==> run_1/logic_types.png <==
The bar under the picture is 20 um long.
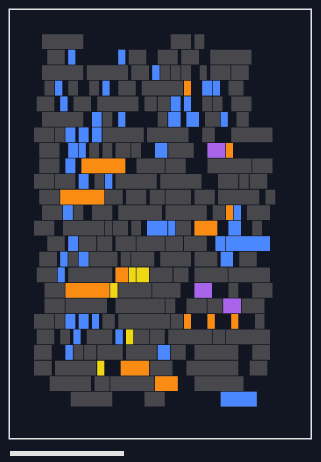
==> run_1/congestion.png <==
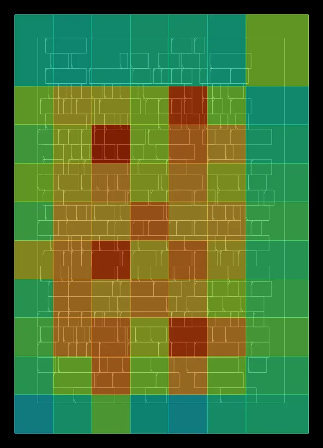
==> run_1/clk_routes.png <==
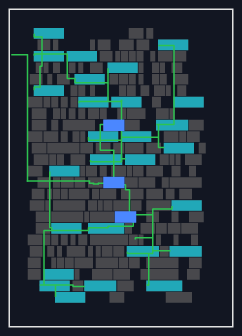
===== src/rtl/proc_pkg.sv =====
// Shared definitions for the simple processor: fetch, instruction memory and execute.
package proc_pkg;

   localparam int unsigned PC_W    = 4;
   localparam int unsigned INSTR_W = 12;

   localparam logic [INSTR_W-1:0] NOP_INSTR = INSTR_W'(0);

   typedef enum logic [1:0] {
      S_IDLE  = 2'd0,
      S_FETCH = 2'd1,
      S_ISSUE = 2'd2,
      S_HALT  = 2'd3
   } state_e;

endpackage


===== src/rtl/fetch_sequencer.sv =====
// Fetch sequencer: drives pc into instruction memory, latches the word into ir
// and offers it to execute with valid/ready; run/step modes, redirect, halt on NOP.
module fetch_sequencer #(
   parameter int unsigned PC_W        = proc_pkg::PC_W,
   parameter int unsigned INSTR_W     = proc_pkg::INSTR_W,
   parameter bit          HALT_ON_NOP = 1'b1,
   parameter int unsigned CNT_W       = 8
) (
   input  logic               clk,
   input  logic               rst_n,
   input  logic               start,
   input  logic               step_mode,
   output logic [PC_W-1:0]    pc,
   input  logic [INSTR_W-1:0] instr,
   output logic [INSTR_W-1:0] ir,
   output logic               ir_valid,
   input  logic               ir_ready,
   input  logic               redirect_valid,
   input  logic [PC_W-1:0]    redirect_pc,
   output logic               running,
   output logic               halted,
   output logic [CNT_W-1:0]   retired
);
   import proc_pkg::*;

   state_e               r_state;
   state_e               w_state_nxt;
   logic [PC_W-1:0]      r_pc;
   logic [INSTR_W-1:0]   r_ir;
   logic                 r_ir_valid;
   logic [CNT_W-1:0]     r_retired;
   logic                 w_load_ir;
   logic                 w_handshake;
   logic                 w_restart;
   logic                 w_is_nop;

   assign w_is_nop = (instr == INSTR_W'(NOP_INSTR));

   // Next-state and datapath enables
   always_comb begin
      w_state_nxt = r_state;
      w_load_ir   = 1'b0;
      w_handshake = 1'b0;
      w_restart   = 1'b0;
      case (r_state)
         S_IDLE: begin
            if (start) w_state_nxt = S_FETCH;
         end
         S_FETCH: begin
            if (HALT_ON_NOP && w_is_nop) begin
               w_state_nxt = S_HALT;
            end else begin
               w_load_ir   = 1'b1;
               w_state_nxt = S_ISSUE;
            end
         end
         S_ISSUE: begin
            if (r_ir_valid && ir_ready) begin
               w_handshake = 1'b1;
               w_state_nxt = step_mode ? S_IDLE : S_FETCH;
            end
         end
         S_HALT: begin
            if (start) begin
               w_restart   = 1'b1;
               w_state_nxt = S_FETCH;
            end
         end
         default: w_state_nxt = S_IDLE;
      endcase
   end

   always_ff @(posedge clk) begin
      if (!rst_n) begin
         r_state <= S_IDLE;
      end else begin
         r_state <= w_state_nxt;
      end
   end

   // PC, IR and retired counter; pc moves only on handshake, restart or reset
   always_ff @(posedge clk) begin
      if (!rst_n) begin
         r_pc       <= '0;
         r_ir       <= '0;
         r_ir_valid <= 1'b0;
         r_retired  <= '0;
      end else begin
         if (w_load_ir) begin
            r_ir       <= instr;
            r_ir_valid <= 1'b1;
         end
         if (w_handshake) begin
            r_ir_valid <= 1'b0;
            r_pc       <= redirect_valid ? redirect_pc : r_pc + PC_W'(1);
            if (r_retired != {CNT_W{1'b1}}) r_retired <= r_retired + CNT_W'(1);
         end
         if (w_restart) begin
            r_pc      <= '0;
            r_retired <= '0;
         end
      end
   end

   assign pc       = r_pc;
   assign ir       = r_ir;
   assign ir_valid = r_ir_valid;
   assign retired  = r_retired;
   assign running  = (r_state == S_FETCH) || (r_state == S_ISSUE);
   assign halted   = (r_state == S_HALT);

endmodule


===== config.mk =====
export PLATFORM = sky130hd
export DESIGN_NAME = fetch_sequencer
export DESIGN_NICKNAME = d
export VERILOG_FILES = /design/src/rtl/proc_pkg.sv /design/src/rtl/fetch_sequencer.sv
export SDC_FILE = /design/constraint.sdc
export NUM_CORES = 1
export LEC_CHECK = 0
export CORE_ASPECT_RATIO = 1.5
export CORE_MARGIN = 4
export CORE_UTILIZATION = 43
export DETAILED_ROUTE_END_ITERATION = 10
export GPL_TIMING_DRIVEN = 0
export PLACE_DENSITY = 0.79
export SETUP_SLACK_MARGIN = 0.4
export SYNTH_ARGS = -nofsm -noshare
export SYNTH_HDL_FRONTEND = slang
export SYNTH_SLANG_ARGS = --single-unit

===== constraint.sdc =====
create_clock -name clk -period 1.7 [get_ports clk]
set_input_delay 0.17 -clock clk [delete_from_list [all_inputs] [get_ports clk]]
set_output_delay 0.17 -clock clk [all_outputs]
set_load 0.03 [all_outputs]

==> impl_metrics.csv, run 1 <==
group,metric,value,unit
clocking,cts_hold_buf,0,
clocking,postCtsSetupBuffers,4,
sta,rsz0062_at_grt,"yes",
finish,clkCellAreaFrac,2.27,%
floorplanning,fp.dieH,74.9,um
finish,buffers_excl_clock,65,
power_and_ir_drop,p_per_area,1030,nW/um2
yosys,logic_family,"simple AND/OR/NAND/NOR gates",
placement,dp_cells,239,
sta,timing.fmax,0.678,GHz
critical_path,critPathLaunchType,"flop",
yosys,synth-cells-yosys,153,
sta,period_needed,1470,ps
floorplanning,fp.coreArea,2880,um2
yosys,synth_cell_types,33,
critical_path,crit_cells,6,
global_routing,grt_overflow,0,
critical_path,path_cells,"buf_4, ha_2, nand2_2, nand2_2, or4_1, nand2_1",
sta,hold_viol,0,
sta,fin_hold_ws,289,ps
global_routing,globalRouteTotalUtil,20.4,%
power_and_ir_drop,clockPowerShare,17.5,%
power_and_ir_drop,power_combinational,963,uW
placement,place_area,1840,um2
critical_path,cpMostUsedCell,"nand2_2",
floorplanning,chipArea,3940,um2
finish,regArea,554,um2
critical_path,cp.arrival,1700,ps
sta,worst_slack,226,ps
critical_path,cp_slowest_stage_delay,500,ps
yosys,syn-instance-count,153,
status,status,"finished, final reports clean",
finish,buf_share,26.8,%
clocking,cts-htree-levels,1,
placement,place_ws,-92.3,ps
critical_path,endpoint_kind,"flop",
## Picture notes: logic_types.png
family	color	cells	most used
inverters	yellow	5	inv_1
NAND gates	blue	44	nand2_1
XOR/XNOR gates	purple	3	xor2_1
NOR gates	orange	13	nor2_1

## Picture notes: congestion.png
met1 track demand over resource: 18.8%
grt met2 use: 40.7%
Avg WL per Cell: 15.2 um

## Picture notes: clk_routes.png
[clock drivers] blue | count: 3
[flip-flops] cyan | count: 27
[clock wires] green | length: 328 um
routed clock nets	4

==> run 1: path summary, 6_finish.rpt <==
| kind | startpoint | endpoint | slack, ps |
|---|---|---|---|
| setup / recovery | r_state[0]$_SDFFE_PN0P_ | retired[4]$_SDFFE_PP0P_ | 230 |
| hold / removal | redirect_valid | pc[0]$_SDFFE_PP0P_ | 290 |
| setup reg to reg | r_state[0]$_SDFFE_PN0P_ | retired[4]$_SDFFE_PP0P_ | 230 |
| hold reg to reg | ir[2]$_SDFFE_PN0P_ | ir[2]$_SDFFE_PN0P_ | 450 |
==> run 1: metal layers <==
layer | global-route usage, % | part of all wire, % | up-vias
met3 | 4.95 | 5.6 | 4
met2 | 40.7 | 57 | 37
met1 | 18.8 | 36 | 648
li1 | - | - | 663
met5 | 0 | 0 | -
met4 | 8.81 | 1.1 | 0
==> inputs of run 2 (changes only) <==
--- a/config.mk
+++ b/config.mk
@@ -6,11 +6,12 @@
 export NUM_CORES = 1
 export LEC_CHECK = 0
 export CORE_ASPECT_RATIO = 1.5
-export CORE_MARGIN = 4
-export CORE_UTILIZATION = 43
+export CORE_UTILIZATION = 45
+export CTS_BUF_LIST = sky130_fd_sc_hd__clkbuf_8
+export CTS_CLUSTER_DIAMETER = 60
 export DETAILED_ROUTE_END_ITERATION = 10
 export GPL_TIMING_DRIVEN = 0
-export PLACE_DENSITY = 0.79
+export PLACE_DENSITY = 0.82
 export SETUP_SLACK_MARGIN = 0.4
 export SYNTH_ARGS = -nofsm -noshare
 export SYNTH_HDL_FRONTEND = slang
==> run_2/clk_routes.png <==
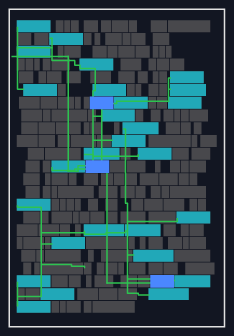
[clock wires] green | length: 335 um
[clock drivers] blue | count: 3
[flip-flops] cyan | count: 27
flops lie	all over the die
routed clock nets	4

==> run_2/logic_types.png <==
The bar under the picture is 10 um long.
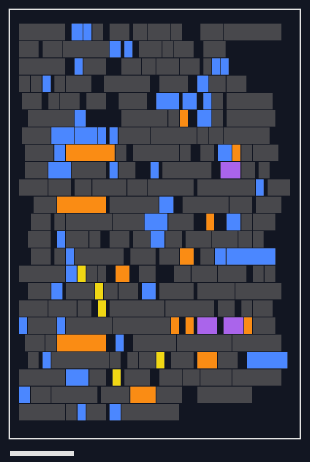
family	color	cells	most used
NOR gates	orange	13	nor2_1
XOR/XNOR gates	purple	3	xor2_1
NAND gates	blue	44	nand2_1
inverters	yellow	5	inv_2

==> run 2 against run 1 <==
  * Synthesized area unchanged
  * Die size down 22%
  * Core utilization up 10 points
  * First-iteration DRC count up 70%
  * Clock power about the same
  * Global-route usage up 6.8 points
  * Clock-buffer cell count unchanged
  * Final cell count up 0.79%
  * Via count up 4.7%
  * Maximum frequency down 2.2%
==> impl_metrics.csv, run 2 <==
group,metric,value,unit
floorplanning,chipArea,3070,um2
clocking,cts-htree-levels,1,
worst_hold_path,min_delay_worst_endpoint,"ir[5]$_SDFFE_PN0P_",
sta,period_needed,1510,ps
critical_path,cp.arrival,1710,ps
floorplanning,fp.dieH,67.4,um
critical_path,critPathCapture,"ir[2]$_SDFFE_PN0P_",
finish,buf_share,29.5,%
detailed_routing,wl_met1,1680,um
sta,hold_viol,0,
detailed_routing,dr.max_layer_used,"met4",
global_routing,grt_overflow,0,
power_and_ir_drop,clockPowerShare,16.0,%
status,status,"finished, final reports clean",
critical_path,endpoint_kind,"flop",
detailed_routing,wl_met2,2300,um
critical_path,r2r-start,"r_state[0]$_SDFFE_PN0P_",
critical_path,critPathLaunchType,"flop",
placement,place_ws,-83.6,ps
critical_path,r2r_end,"ir[2]$_SDFFE_PN0P_",
global_routing,grt.busiest_layer,"met2",
global_routing,met2_usage,48.0,%
critical_path,cp_slowest_stage_delay,380,ps
global_routing,grtUsageMet1,26.2,%
yosys,synth_cell_types,33,
critical_path,ff2ff_setup_slack,190,ps
critical_path,crit_cells,7,
sta,fin_hold_ws,207,ps
floorplanning,fp.coreArea,2680,um2
worst_hold_path,hp-start,"instr[5]",
==> run_2/sizes.png <==
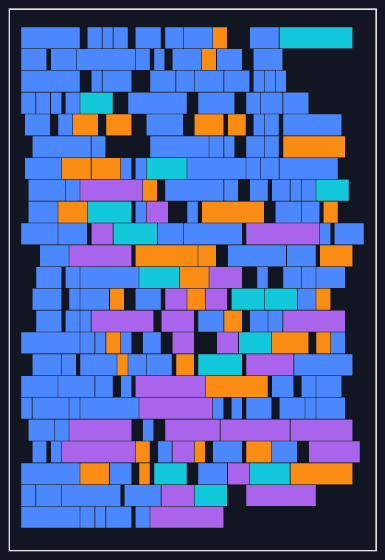
size	color	cells	share
_3 and _4 cells	purple	27	12%
_0 and _1 cells	blue	144	66%
_2 cells	orange	33	15%
_6 and larger	cyan	14	6.4%

==> run 2: power groups by stage <==
stage          Clock, mW  Sequential, mW  Combinational, mW
2_1_floorplan          0           0.953              0.356
3_3_place_gp           0           0.812              0.799
3_5_place_dp           0           0.820              0.810
4_1_cts            0.367           0.802              0.905
5_1_grt            0.409           0.832               1.24
6_report           0.378           0.824               1.17
==> run 2: cells by family after synthesis <==
| group | count (synthesis) | share of synthesized area (%) |
|---|---|---|
| adders and majority gates | 6 | 5.85 |
| buffers and inverters | 13 | 4.49 |
| xor gates and xnor gates | 3 | 2.05 |
| muxes | 3 | 2.34 |
| DFF | 27 | 42.1 |
| and+or+nand+nor | 64 | 24.8 |
| AOI/OAI and AO/OA | 37 | 18.3 |
Power figures rest on the tool's default switching activity, not on a simulated workload.
